--- src/rtl/audio_mixer_pkg.sv ---
// Shared types and constants for the runtime-programmable audio mixer.
//   state_e       : frame sequencer states
//   gain_unity()  : unity gain code for a given number of fraction bits
//   ch_idx_w()    : width of a channel index for n channels
//   GAIN_DEF_*    : gain codes matching the legacy fixed attenuators
package audio_mixer_pkg;

  typedef enum logic [1:0] {
    S_IDLE  = 2'd0,
    S_ACCUM = 2'd1,
    S_SCALE = 2'd2,
    S_DONE  = 2'd3
  } state_e;

  localparam int unsigned MAX_CH = 16;

  // Channel index wide enough for the largest supported mixer.
  typedef logic [$clog2(MAX_CH)-1:0] ch_idx_t;

  // Legacy attenuators: PSG and MEGAROM sound ran at 4/5, FM at unity.
  localparam int unsigned GAIN_DEF_PSG     = 51;
  localparam int unsigned GAIN_DEF_MEGAROM = 51;
  localparam int unsigned GAIN_DEF_FM      = 64;

  function automatic int unsigned gain_unity(input int unsigned frac);
    return 32'd1 << frac;
  endfunction

  function automatic int unsigned ch_idx_w(input int unsigned n);
    return (n < 2) ? 1 : $clog2(n);
  endfunction

endpackage

--- src/rtl/audio_mixer_sat.sv ---
// Arithmetic right shift by SHIFT followed by saturation from ACC_W to OUT_W.
// Ports:
//   acc    : signed accumulator value
//   sat_c  : shifted and saturated sample (combinational)
//   clip_c : high when saturation changed the value (combinational)
module audio_mixer_sat
  import audio_mixer_pkg::*;
#(
  parameter int unsigned ACC_W = 29,
  parameter int unsigned OUT_W = 16,
  parameter int unsigned SHIFT = 6
) (
  input  logic signed [ACC_W-1:0] acc,
  output logic [OUT_W-1:0]        sat_c,
  output logic                    clip_c
);

  logic signed [ACC_W-1:0] shifted;
  logic [ACC_W-OUT_W:0]    hi;

  // The value fits in OUT_W bits iff every bit from the output sign bit upward agrees.
  always_comb begin
    shifted = acc >>> SHIFT;
    hi      = shifted[ACC_W-1:OUT_W-1];
    clip_c  = !((hi == '0) || (hi == '1));
    if (clip_c) begin
      sat_c = shifted[ACC_W-1] ? {1'b1, {(OUT_W-1){1'b0}}} : {1'b0, {(OUT_W-1){1'b1}}};
    end else begin
      sat_c = shifted[OUT_W-1:0];
    end
  end

endmodule

--- src/rtl/audio_mixer.sv ---
// N-channel time-multiplexed audio mixer with per-channel programmable gain.
// One multiply-accumulate per clock, then shift/saturate to the DAC word.
// Ports:
//   CLK, RESET        : clock, asynchronous active-high reset
//   CH_IN             : packed signed samples, channel k at [k*IN_W +: IN_W]
//   SAMPLE_STB        : start a mix frame (accepted in IDLE or DONE)
//   GAIN_WE/SEL/DATA  : gain register write port
//   OUT, OUT_VALID    : mixed sample and its one-cycle valid pulse
//   BUSY              : frame in progress (ACCUM/SCALE)
//   CLIP              : last frame saturated, held until the next OUT_VALID
//   OVERRUN           : sticky, SAMPLE_STB seen while BUSY
// Optional (macro AUDIO_MIXER_CLIP_COUNT_EN):
//   CLIP_CNT, CLIP_CNT_CLR : saturating clipped-frame counter and its clear
module audio_mixer
  import audio_mixer_pkg::*;
#(
  parameter int unsigned NUM_CH    = 6,
  parameter int unsigned IN_W      = 16,
  parameter int unsigned OUT_W     = 16,
  parameter int unsigned GAIN_W    = 8,
  parameter int unsigned GAIN_FRAC = 6,
  parameter int unsigned GUARD_W   = 4
) (
  input  logic                       CLK,
  input  logic                       RESET,
  input  logic [NUM_CH*IN_W-1:0]     CH_IN,
  input  logic                       SAMPLE_STB,
  input  logic                       GAIN_WE,
  input  logic [$clog2(NUM_CH)-1:0]  GAIN_SEL,
  input  logic [GAIN_W-1:0]          GAIN_DATA,
  output logic [OUT_W-1:0]           OUT,
  output logic                       OUT_VALID,
  output logic                       BUSY,
  output logic                       CLIP,
  output logic                       OVERRUN
`ifdef AUDIO_MIXER_CLIP_COUNT_EN
  ,
  output logic [15:0]                CLIP_CNT,
  input  logic                       CLIP_CNT_CLR
`endif
);

  localparam int unsigned CH_W   = ch_idx_w(NUM_CH);
  localparam int unsigned ACC_W  = IN_W + GAIN_W + GUARD_W + 1;
  localparam int unsigned PROD_W = IN_W + GAIN_W + 1;

  state_e                   state_q, state_d;
  logic [CH_W-1:0]          idx_q, idx_d;
  logic signed [ACC_W-1:0]  acc_q, acc_d;
  logic [GAIN_W-1:0]        gain_q [NUM_CH];
  logic [GAIN_W-1:0]        gain_d [NUM_CH];
  logic [GAIN_W-1:0]        gain_sh_q [NUM_CH];
  logic [GAIN_W-1:0]        gain_sh_d [NUM_CH];
  logic signed [IN_W-1:0]   smp_sh_q [NUM_CH];
  logic signed [IN_W-1:0]   smp_sh_d [NUM_CH];
  logic signed [IN_W-1:0]   smp_in_c [NUM_CH];
  logic [OUT_W-1:0]         out_q, out_d;
  logic                     out_valid_q, out_valid_d;
  logic                     busy_q, busy_d;
  logic                     clip_q, clip_d;
  logic                     overrun_q, overrun_d;
  logic signed [PROD_W-1:0] prod_c;
  logic [OUT_W-1:0]         sat_c;
  logic                     clip_c;

  // Unpack the flat sample bus.
  always_comb begin
    for (int k = 0; k < NUM_CH; k++) begin
      smp_in_c[k] = CH_IN[k*IN_W +: IN_W];
    end
  end

  // Signed sample times unsigned gain: the gain gets a zero sign bit.
  always_comb begin
    prod_c = PROD_W'(smp_sh_q[idx_q]) * PROD_W'($signed({1'b0, gain_sh_q[idx_q]}));
  end

  audio_mixer_sat #(
    .ACC_W (ACC_W),
    .OUT_W (OUT_W),
    .SHIFT (GAIN_FRAC)
  ) u_sat (
    .acc    (acc_q),
    .sat_c  (sat_c),
    .clip_c (clip_c)
  );

  // Next-state and datapath control.
  always_comb begin
    state_d     = state_q;
    idx_d       = idx_q;
    acc_d       = acc_q;
    gain_d      = gain_q;
    gain_sh_d   = gain_sh_q;
    smp_sh_d    = smp_sh_q;
    out_d       = out_q;
    out_valid_d = 1'b0;
    busy_d      = busy_q;
    clip_d      = clip_q;
    overrun_d   = overrun_q;

    if (GAIN_WE && (32'(GAIN_SEL) < NUM_CH)) begin
      gain_d[GAIN_SEL] = GAIN_DATA;
    end

    if (SAMPLE_STB && busy_q) begin
      overrun_d = 1'b1;
    end

    case (state_q)
      S_IDLE, S_DONE: begin
        // Snapshot takes gain_q, so a write on the same edge lands next frame.
        if (SAMPLE_STB) begin
          smp_sh_d  = smp_in_c;
          gain_sh_d = gain_q;
          acc_d     = '0;
          idx_d     = '0;
          busy_d    = 1'b1;
          state_d   = S_ACCUM;
        end else begin
          state_d = S_IDLE;
        end
      end
      S_ACCUM: begin
        acc_d = acc_q + ACC_W'(prod_c);
        if (idx_q == CH_W'(NUM_CH - 1)) begin
          state_d = S_SCALE;
        end else begin
          idx_d = idx_q + CH_W'(1);
        end
      end
      S_SCALE: begin
        out_d       = sat_c;
        clip_d      = clip_c;
        out_valid_d = 1'b1;
        busy_d      = 1'b0;
        state_d     = S_DONE;
      end
      default: state_d = S_IDLE;
    endcase
  end

  // State and datapath registers.
  always_ff @(posedge CLK or posedge RESET) begin
    if (RESET) begin
      state_q     <= S_IDLE;
      idx_q       <= '0;
      acc_q       <= '0;
      out_q       <= '0;
      out_valid_q <= 1'b0;
      busy_q      <= 1'b0;
      clip_q      <= 1'b0;
      overrun_q   <= 1'b0;
      for (int k = 0; k < NUM_CH; k++) begin
        gain_q[k]    <= GAIN_W'(gain_unity(GAIN_FRAC));
        gain_sh_q[k] <= '0;
        smp_sh_q[k]  <= '0;
      end
    end else begin
      state_q     <= state_d;
      idx_q       <= idx_d;
      acc_q       <= acc_d;
      out_q       <= out_d;
      out_valid_q <= out_valid_d;
      busy_q      <= busy_d;
      clip_q      <= clip_d;
      overrun_q   <= overrun_d;
      gain_q      <= gain_d;
      gain_sh_q   <= gain_sh_d;
      smp_sh_q    <= smp_sh_d;
    end
  end

  assign OUT       = out_q;
  assign OUT_VALID = out_valid_q;
  assign BUSY      = busy_q;
  assign CLIP      = clip_q;
  assign OVERRUN   = overrun_q;

`ifdef AUDIO_MIXER_CLIP_COUNT_EN
  logic [15:0] clip_cnt_q, clip_cnt_d;

  // Counts on the edge that raises OUT_VALID; clear wins over increment.
  always_comb begin
    clip_cnt_d = clip_cnt_q;
    if (CLIP_CNT_CLR) begin
      clip_cnt_d = '0;
    end else if ((state_q == S_SCALE) && clip_c && (clip_cnt_q != 16'hFFFF)) begin
      clip_cnt_d = clip_cnt_q + 16'd1;
    end
  end

  always_ff @(posedge CLK or posedge RESET) begin
    if (RESET) begin
      clip_cnt_q <= '0;
    end else begin
      clip_cnt_q <= clip_cnt_d;
    end
  end

  assign CLIP_CNT = clip_cnt_q;
`endif

endmodule

--- config.mk ---
export PLATFORM = sky130hd
export DESIGN_NAME = audio_mixer
export DESIGN_NICKNAME = d
export VERILOG_FILES = /design/src/rtl/audio_mixer_pkg.sv /design/src/rtl/audio_mixer_sat.sv /design/src/rtl/audio_mixer.sv
export SDC_FILE = /design/constraint.sdc
export NUM_CORES = 1
export LEC_CHECK = 0
export ABC_CLOCK_PERIOD_IN_PS = 11400
export CAP_MARGIN = 20
export CELL_PAD_IN_SITES_DETAIL_PLACEMENT = 1
export CELL_PAD_IN_SITES_GLOBAL_PLACEMENT = 1
export CORE_AREA = 2 2 172 174
export DETAILED_ROUTE_END_ITERATION = 10
export DIE_AREA = 0 0 174 176
export DONT_BUFFER_PORTS = 1
export PLACE_DENSITY_LB_ADDON = 0.1
export SETUP_SLACK_MARGIN = 0.3
export SLEW_MARGIN = 25
export SYNTH_ARGS = -nofsm -noshare
export SYNTH_HDL_FRONTEND = slang
export SYNTH_HIERARCHICAL = 1
export SYNTH_SLANG_ARGS = --single-unit
--- constraint.sdc ---
create_clock -name CLK -period 11.4 [get_ports CLK]
set_input_delay 1.14 -clock CLK [delete_from_list [all_inputs] [get_ports CLK]]
set_output_delay 1.14 -clock CLK [all_outputs]
set_load 0.02 [all_outputs]
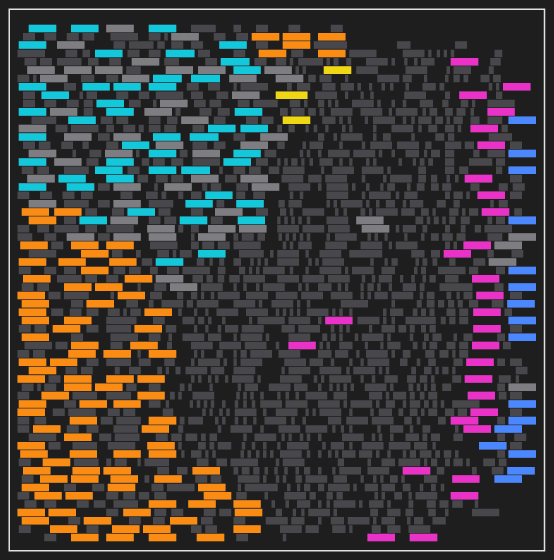
ff_map.png
| colour | netlist name | flops |
|---|---|---|
| magenta | acc_q | 29 |
| blue | OUT | 16 |
| cyan | gain_q | 48 |
| yellow | idx_q | 3 |
| orange | smp_sh_q | 96 |
register area: 6170 sq um
flop share of the area: 35.1%
fin util: 61.5%

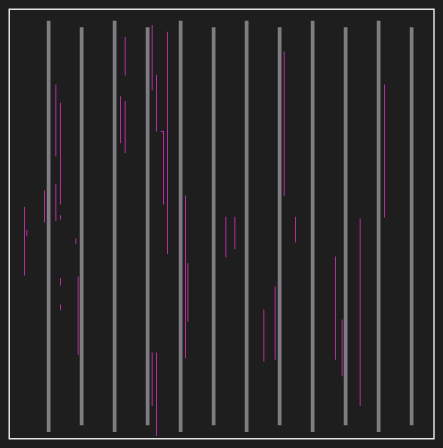
m4.png
Supply wires on this layer in grey.
wire length on this layer: 888 microns
main direction: vertical
vias: 10.2k
Routed WL: 38200 microns

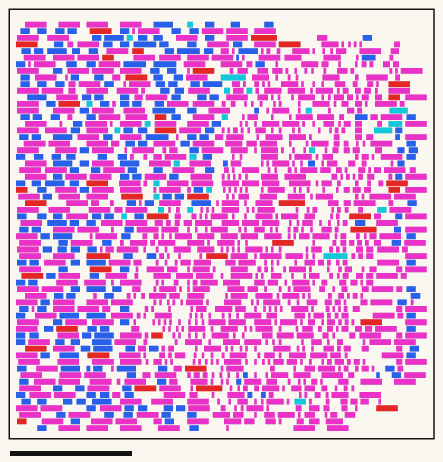
sizing.png
Scale bar: 50 microns.
| colour | size | cells | share | most used |
|---|---|---|---|---|
| red | x6 and larger | 39 | 2.8% | clkbuf_16 |
| magenta | x1 and smaller | 1068 | 77% | dfrtp_1 |
| cyan | x3 and x4 | 25 | 1.8% | buf_4 |
| blue | x2 | 263 | 19% | mux2_2 |
final worst-path setup slack: 3510 ps
non-clock buffer count: 18

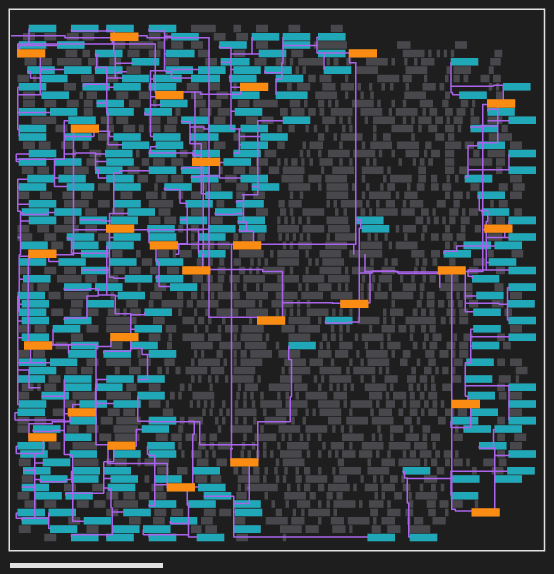
clock_wires.png
Scale bar: 50 microns.
[purple] clock wires | length: 3330 microns
[orange] clock-net drivers | count: 26
[cyan] flip-flops | count: 246
routed clock nets: 27
flops lie: widely spread
Final Skew: 16.3 ps
clk_lat worst skew: 560 ps

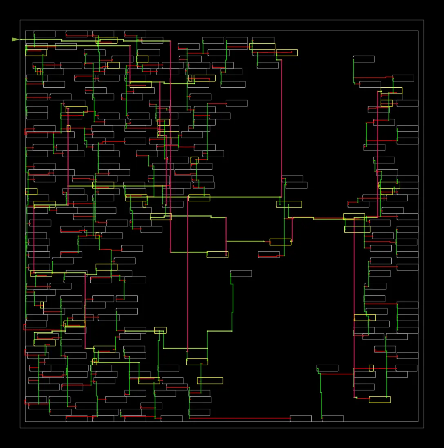
clock_nets.png
clock buf count: 39
Num CTS Buffers: 26

-- worst paths after layout --
| path | from | end | slack, ps | cells after the start |
|---|---|---|---|---|
| setup / recovery | idx_q[0]$_DFFE_PP0P_ | acc_q[22]$_DFFE_PP0P_ | 3510 | 22 |
| hold / removal | acc_q[0]$_DFFE_PP0P_ | acc_q[0]$_DFFE_PP0P_ | 480 | 2 |
| setup reg to reg | idx_q[0]$_DFFE_PP0P_ | acc_q[22]$_DFFE_PP0P_ | 3510 | 22 |
| hold reg to reg | acc_q[0]$_DFFE_PP0P_ | acc_q[0]$_DFFE_PP0P_ | 480 | 2 |
| max in group asynchronous | RESET | idx_q[0]$_DFFE_PP0P_ | 8660 | 3 |
| min in group asynchronous | RESET | smp_sh_q[70]$_DFFE_PP0P_ | 580 | 1 |
-- state kept, by name, indices dropped and copies added, names as in the netlist --
| name | count |
|---|---|
| gain_q | 48 |
| BUSY | 1 |
| idx_q | 3 |
| OVERRUN | 1 |
| gain_sh_q | 48 |
| CLIP | 1 |
| OUT | 16 |
| smp_sh_q | 96 |
| OUT_VALID | 1 |
| acc_q | 29 |
| state_q | 2 |
-- logic make-up after synthesis --
group                    Yosys count  synth area share, %
AND/OR/NAND/NOR                  237                 6.79
buffers and inverters            267                 6.44
adder cells (fa/ha/maj)          195                 21.0
XOR/XNOR                          22                 1.19
multiplexers                     260                 19.5
AND-OR/OR-AND                    158                 6.96
flip-flops                       246                 38.0
-- final cells by class --
class	count	area, sq um
fill	2913	11000
multi-input combinational	872	9020
sequential	246	6170
inverter	213	807
clock buffer	39	769
tap	384	480
timing repair buffer	18	155
clock inverter	7	139
antenna	5	12.5
-- tightest hold or removal path, delay by kind of cell (launching register included) --
kind	cells	cell delay (ps)
AND/OR/NAND/NOR	2	100
flip-flops	1	350
==> out/results.tsv <==
stage	metric	value	unit
outcome	status	finished, final reports clean	
setup_path	endpoint_kind	flop	
logic_synthesis	synth.avg_cell_area	11.7	sq um
placed_design	place_hpwl	27600	microns
setup_path	slowest_stage	dfrtp_4	
setup_path	worst-path-buf-inv	6	
drt	drtIter0Drc	382	
final_timing	fmax	0.127	GHz
global_route	globalRouteMet1Util	32.3	%
drt	drc	0	
logic_synthesis	flop_cell	dfrtp_1	
logic_synthesis	yosys.area.top_type_share	37.1	%
finish	layout_top_cells	dfrtp_1, inv_1, mux2_2, fa_1, nor2_1	
setup_path	cp_max_fo	28	
drt	met2_length	19300	microns
clocking	cts_tree	yes	
final_timing	fin_crit_sh	69.2	%
final_timing	hold_slack	484	ps
